$ cat src/rtl/trap_ctrl_pkg.sv
// Shared types and constants for the trap/mret sequencer.
package trap_ctrl_pkg;

    typedef enum logic [1:0] {
        TS_IDLE,
        TS_WAIT_MEM,
        TS_COMMIT,
        TS_REDIRECT
    } trap_state_t;

    typedef enum logic [1:0] {
        TK_EXC,
        TK_IRQ,
        TK_MRET
    } trap_kind_t;

    localparam logic [31:0] IRQ_CAUSE_MTI       = 32'h8000_0007;
    localparam logic [1:0]  MTVEC_MODE_VECTORED = 2'b01;

endpackage

$ cat src/rtl/trap_target_calc.sv
// Fetch redirect target: trap vector (direct or vectored) or mepc for mret.
module trap_target_calc
    import trap_ctrl_pkg::*;
(
    input  trap_kind_t  kind,
    input  logic [31:0] cause,
    input  logic [31:0] mtvec,
    input  logic [31:0] mepc,
    output logic [31:0] redirect_pc
);

    logic [31:0] base;
    logic [31:0] offset;

    assign base   = {mtvec[31:2], 2'b00};
    assign offset = cause << 2;

    always_comb begin
        redirect_pc = base;
        unique case (kind)
            TK_MRET: redirect_pc = mepc;
            TK_IRQ: begin
                // Only interrupts are vectored; exceptions always use the base.
                if (mtvec[1:0] == MTVEC_MODE_VECTORED) redirect_pc = base + offset;
            end
            default: redirect_pc = base;
        endcase
    end

endmodule

$ cat src/rtl/trap_ctrl.sv
// Trap/mret sequencer: arbitrates EX events, drains memory, commits to the CSR file,
// then flushes and redirects fetch.
module trap_ctrl
    import trap_ctrl_pkg::*;
#(
    parameter int unsigned DRAIN_TIMEOUT = 16,
    parameter int unsigned CNT_W         = $clog2(DRAIN_TIMEOUT + 1)
) (
    input  logic        clk,
    input  logic        rst_n,
    input  logic        ex_valid,
    input  logic [31:0] ex_pc,
    input  logic        ex_exc_valid,
    input  logic [3:0]  ex_exc_code,
    input  logic [31:0] ex_exc_tval,
    input  logic        ex_mret,
    input  logic        mem_busy,
    input  logic        timer_pending,
    input  logic        mie_mtie,
    input  logic        mstatus_mie,
    input  logic [31:0] mtvec,
    input  logic [31:0] mepc,
    output logic        trap_enter,
    output logic [31:0] trap_cause,
    output logic [31:0] trap_pc,
    output logic [31:0] trap_val,
    output logic        mret_exec,
    output logic        stall,
    output logic        flush,
    output logic        redirect_valid,
    output logic [31:0] redirect_pc,
    output logic        drain_timeout
);

    trap_state_t      state_q, state_d;
    trap_kind_t       kind_q, kind_d;
    logic [CNT_W-1:0] cnt_q, cnt_d;
    logic [31:0]      cause_q, cause_d;
    logic [31:0]      pc_q, pc_d;
    logic [31:0]      tval_q, tval_d;
    logic             timeout_q, timeout_d;

    logic        ev_exc, ev_mret, ev_irq, ev_any;
    logic        cnt_last;
    logic [31:0] target_pc;

    assign ev_exc   = ex_valid & ex_exc_valid;
    assign ev_mret  = ex_valid & ex_mret & ~ex_exc_valid;
    assign ev_irq   = ex_valid & timer_pending & mie_mtie & mstatus_mie
                      & ~ex_exc_valid & ~ex_mret;
    assign ev_any   = ev_exc | ev_mret | ev_irq;
    assign cnt_last = (cnt_q == CNT_W'(DRAIN_TIMEOUT - 1));

    trap_target_calc u_target_calc (
        .kind        (kind_q),
        .cause       (cause_q),
        .mtvec       (mtvec),
        .mepc        (mepc),
        .redirect_pc (target_pc)
    );

    always_comb begin
        state_d   = state_q;
        kind_d    = kind_q;
        cnt_d     = cnt_q;
        cause_d   = cause_q;
        pc_d      = pc_q;
        tval_d    = tval_q;
        timeout_d = timeout_q;

        unique case (state_q)
            TS_IDLE: begin
                if (ev_any) begin
                    pc_d    = ex_pc;
                    state_d = mem_busy ? TS_WAIT_MEM : TS_COMMIT;
                    if (ev_exc) begin
                        kind_d  = TK_EXC;
                        cause_d = {28'b0, ex_exc_code};
                        tval_d  = ex_exc_tval;
                    end else if (ev_mret) begin
                        kind_d  = TK_MRET;
                        cause_d = '0;
                        tval_d  = '0;
                    end else begin
                        kind_d  = TK_IRQ;
                        cause_d = IRQ_CAUSE_MTI;
                        tval_d  = '0;
                    end
                end
            end
            TS_WAIT_MEM: begin
                cnt_d = cnt_q + 1'b1;
                if (!mem_busy) begin
                    state_d = TS_COMMIT;
                end else if (cnt_last) begin
                    state_d   = TS_COMMIT;
                    timeout_d = 1'b1;
                end
            end
            TS_COMMIT:   state_d = TS_REDIRECT;
            TS_REDIRECT: begin
                state_d = TS_IDLE;
                cnt_d   = '0;
            end
            default:     state_d = TS_IDLE;
        endcase
    end

    always_ff @(posedge clk) begin
        if (!rst_n) begin
            state_q   <= TS_IDLE;
            kind_q    <= TK_EXC;
            cnt_q     <= '0;
            cause_q   <= '0;
            pc_q      <= '0;
            tval_q    <= '0;
            timeout_q <= 1'b0;
        end else begin
            state_q   <= state_d;
            kind_q    <= kind_d;
            cnt_q     <= cnt_d;
            cause_q   <= cause_d;
            pc_q      <= pc_d;
            tval_q    <= tval_d;
            timeout_q <= timeout_d;
        end
    end

    always_comb begin
        trap_enter     = 1'b0;
        mret_exec      = 1'b0;
        trap_cause     = '0;
        trap_pc        = '0;
        trap_val       = '0;
        flush          = 1'b0;
        redirect_valid = 1'b0;
        redirect_pc    = '0;
        stall          = (state_q != TS_IDLE) | ev_any;
        drain_timeout  = timeout_q;
        if (state_q == TS_COMMIT) begin
            if (kind_q == TK_MRET) begin
                mret_exec = 1'b1;
            end else begin
                trap_enter = 1'b1;
                trap_cause = cause_q;
                trap_pc    = pc_q;
                trap_val   = tval_q;
            end
        end
        if (state_q == TS_REDIRECT) begin
            flush          = 1'b1;
            redirect_valid = 1'b1;
            redirect_pc    = target_pc;
        end
    end

endmodule

$ cat config.mk
export PLATFORM = sky130hd
export DESIGN_NAME = trap_ctrl
export DESIGN_NICKNAME = d
export VERILOG_FILES = /design/src/rtl/trap_ctrl_pkg.sv /design/src/rtl/trap_target_calc.sv /design/src/rtl/trap_ctrl.sv
export SDC_FILE = /design/constraint.sdc
export NUM_CORES = 1
export LEC_CHECK = 0
export ABC_AREA = 1
export CAP_MARGIN = 20
export CORE_UTILIZATION = 45
export CTS_BUF_LIST = sky130_fd_sc_hd__clkbuf_2
export CTS_CLUSTER_DIAMETER = 50
export DETAILED_ROUTE_END_ITERATION = 7
export PLACE_DENSITY = 0.89
export SETUP_SLACK_MARGIN = 0.5
export SYNTH_ARGS = -nofsm -noshare
export SYNTH_HDL_FRONTEND = slang
export SYNTH_SLANG_ARGS = --single-unit
$ cat constraint.sdc
create_clock -name clk -period 8.3 [get_ports clk]
set_input_delay 2.075 -clock clk [delete_from_list [all_inputs] [get_ports clk]]
set_output_delay 2.075 -clock clk [all_outputs]
set_load 0.05 [all_outputs]
placed.png
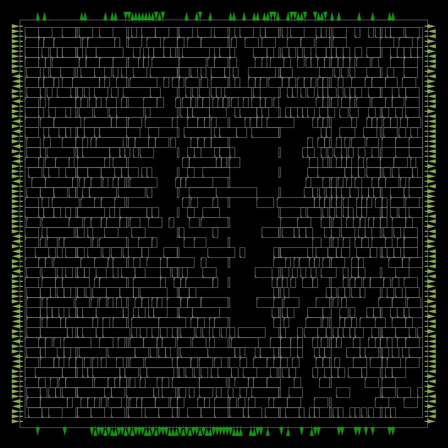
n_taps: 143
flop share of the area: 0.1990
Fill cells: 1017

==> impl_metrics.tcl <==
# place-and-route summary
set metrics [dict create \
    outcome "finished clean" \
    grt_first_pass_wirelength_um 27200 \
    crit_type "in2out" \
    grt_max_degree 75 \
    crit_path_frequent_cell "sky130_fd_sc_hd__clkdlybuf4s50_1" \
    number_of_antenna_violations_at_the_first_check_in_global_routing 0 \
    final_cell_mix "sky130_fd_sc_hd__clkdlybuf4s50_1, sky130_fd_sc_hd__a21oi_1, sky130_fd_sc_hd__inv_1" \
    ctsLongestPathBuffers 2 \
    port_buffers 247 \
    yosys_warnings 0 \
    ant_nets 0 \
    numSynthFlops 78 \
    initial_core_util 0.4649 \
    die_w_um 110.8 \
    final_hold_viol_count 0 \
    setup_slack_on_the_worst_flop_to_flop_path_ps 5750 \
    vias_in_the_first_global_route 5678 \
    worstPathRequired_ps 6230 \
    log.warning_count 31 \
    critical_path_endpoint_category "output pin" \
]
closeup.png
The bar under the picture is 20 um long. Window x 3 to 53, y 3 to 53 um. Cells in grey, sequential cells in the stronger grey; small squares are vias.
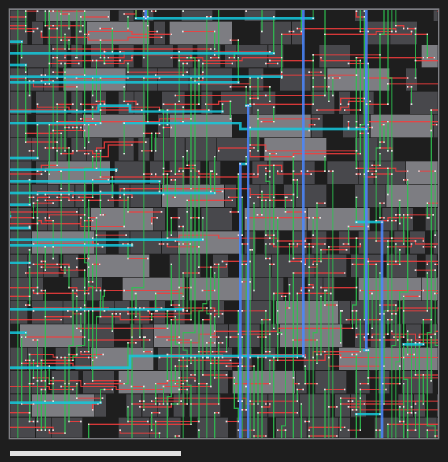
- cyan: M3
- red: M1
- green: M2
- blue: M4
- netlist names of flops here include: pc_q (27), tval_q (4)
- sequential cells in the window: 32
- most frequent: clkdlybuf4s50_1 (72), nor2_1 (34), a21oi_1 (33)
- cells with their middle in the window: 247

[worst paths after layout]
kind / endpoint / cells after the start
worst min register to register: pc_q[28]$_SDFFE_PN0P_ / 2
worst max register to register: cause_q[1]$_SDFFE_PN0P_ / 7
worst min-delay path: pc_q[28]$_SDFFE_PN0P_ / 2
worst max-delay path: redirect_pc[26] / 11
[critical path: cells and delay by family]
kind	cells	cell delay (ps)
compound gates	3	570
buf+inv	3	1470
fa+ha+maj	1	490
simple gates	4	510
[Yosys cell counts (11+ instances only)]
| master | instances |
|---|---|
| sky130_fd_sc_hd__a21oi_1 | 128 |
| sky130_fd_sc_hd__inv_1 | 123 |
| sky130_fd_sc_hd__nor2_1 | 109 |
| sky130_fd_sc_hd__nand2_1 | 86 |
| sky130_fd_sc_hd__dfxtp_1 | 78 |
| sky130_fd_sc_hd__o21ai_0 | 69 |
| sky130_fd_sc_hd__a211oi_1 | 37 |
| sky130_fd_sc_hd__nand3_1 | 35 |
| sky130_fd_sc_hd__clkbuf_1 | 32 |
| sky130_fd_sc_hd__buf_4 | 28 |
| sky130_fd_sc_hd__ha_1 | 12 |
| sky130_fd_sc_hd__nor3_1 | 11 |
[layout make-up]
type	instances	share of cell area
clock buffers	11	0.007018
repair buffers	254	0.3244
inverters	125	0.05997
flip-flops and latches	78	0.1990
clock inverters	5	0.006380
well taps	143	0.02281
multi-input cells	578	0.3804
[state kept, by name, summed over array words and instances (netlist names)]
register       count
cause_q            4
cnt_q              5
drain_timeout      1
kind_q             2
pc_q              32
state_q            2
tval_q            32
[where the power goes]
part           internal [uW]  switching (uW)
Combinational            324             673
Sequential               468            31.0
Clock                   69.6             129
Total                    862             834
[kinds of logic after synthesis]
group / count (synthesis)
compound gates: 257
fa+ha+maj: 13
xor+xnor: 1
simple gates: 280
flops: 78
buf+inv: 201
other cells: 1
No activity file was given, so power comes from the tool's default toggle rates.
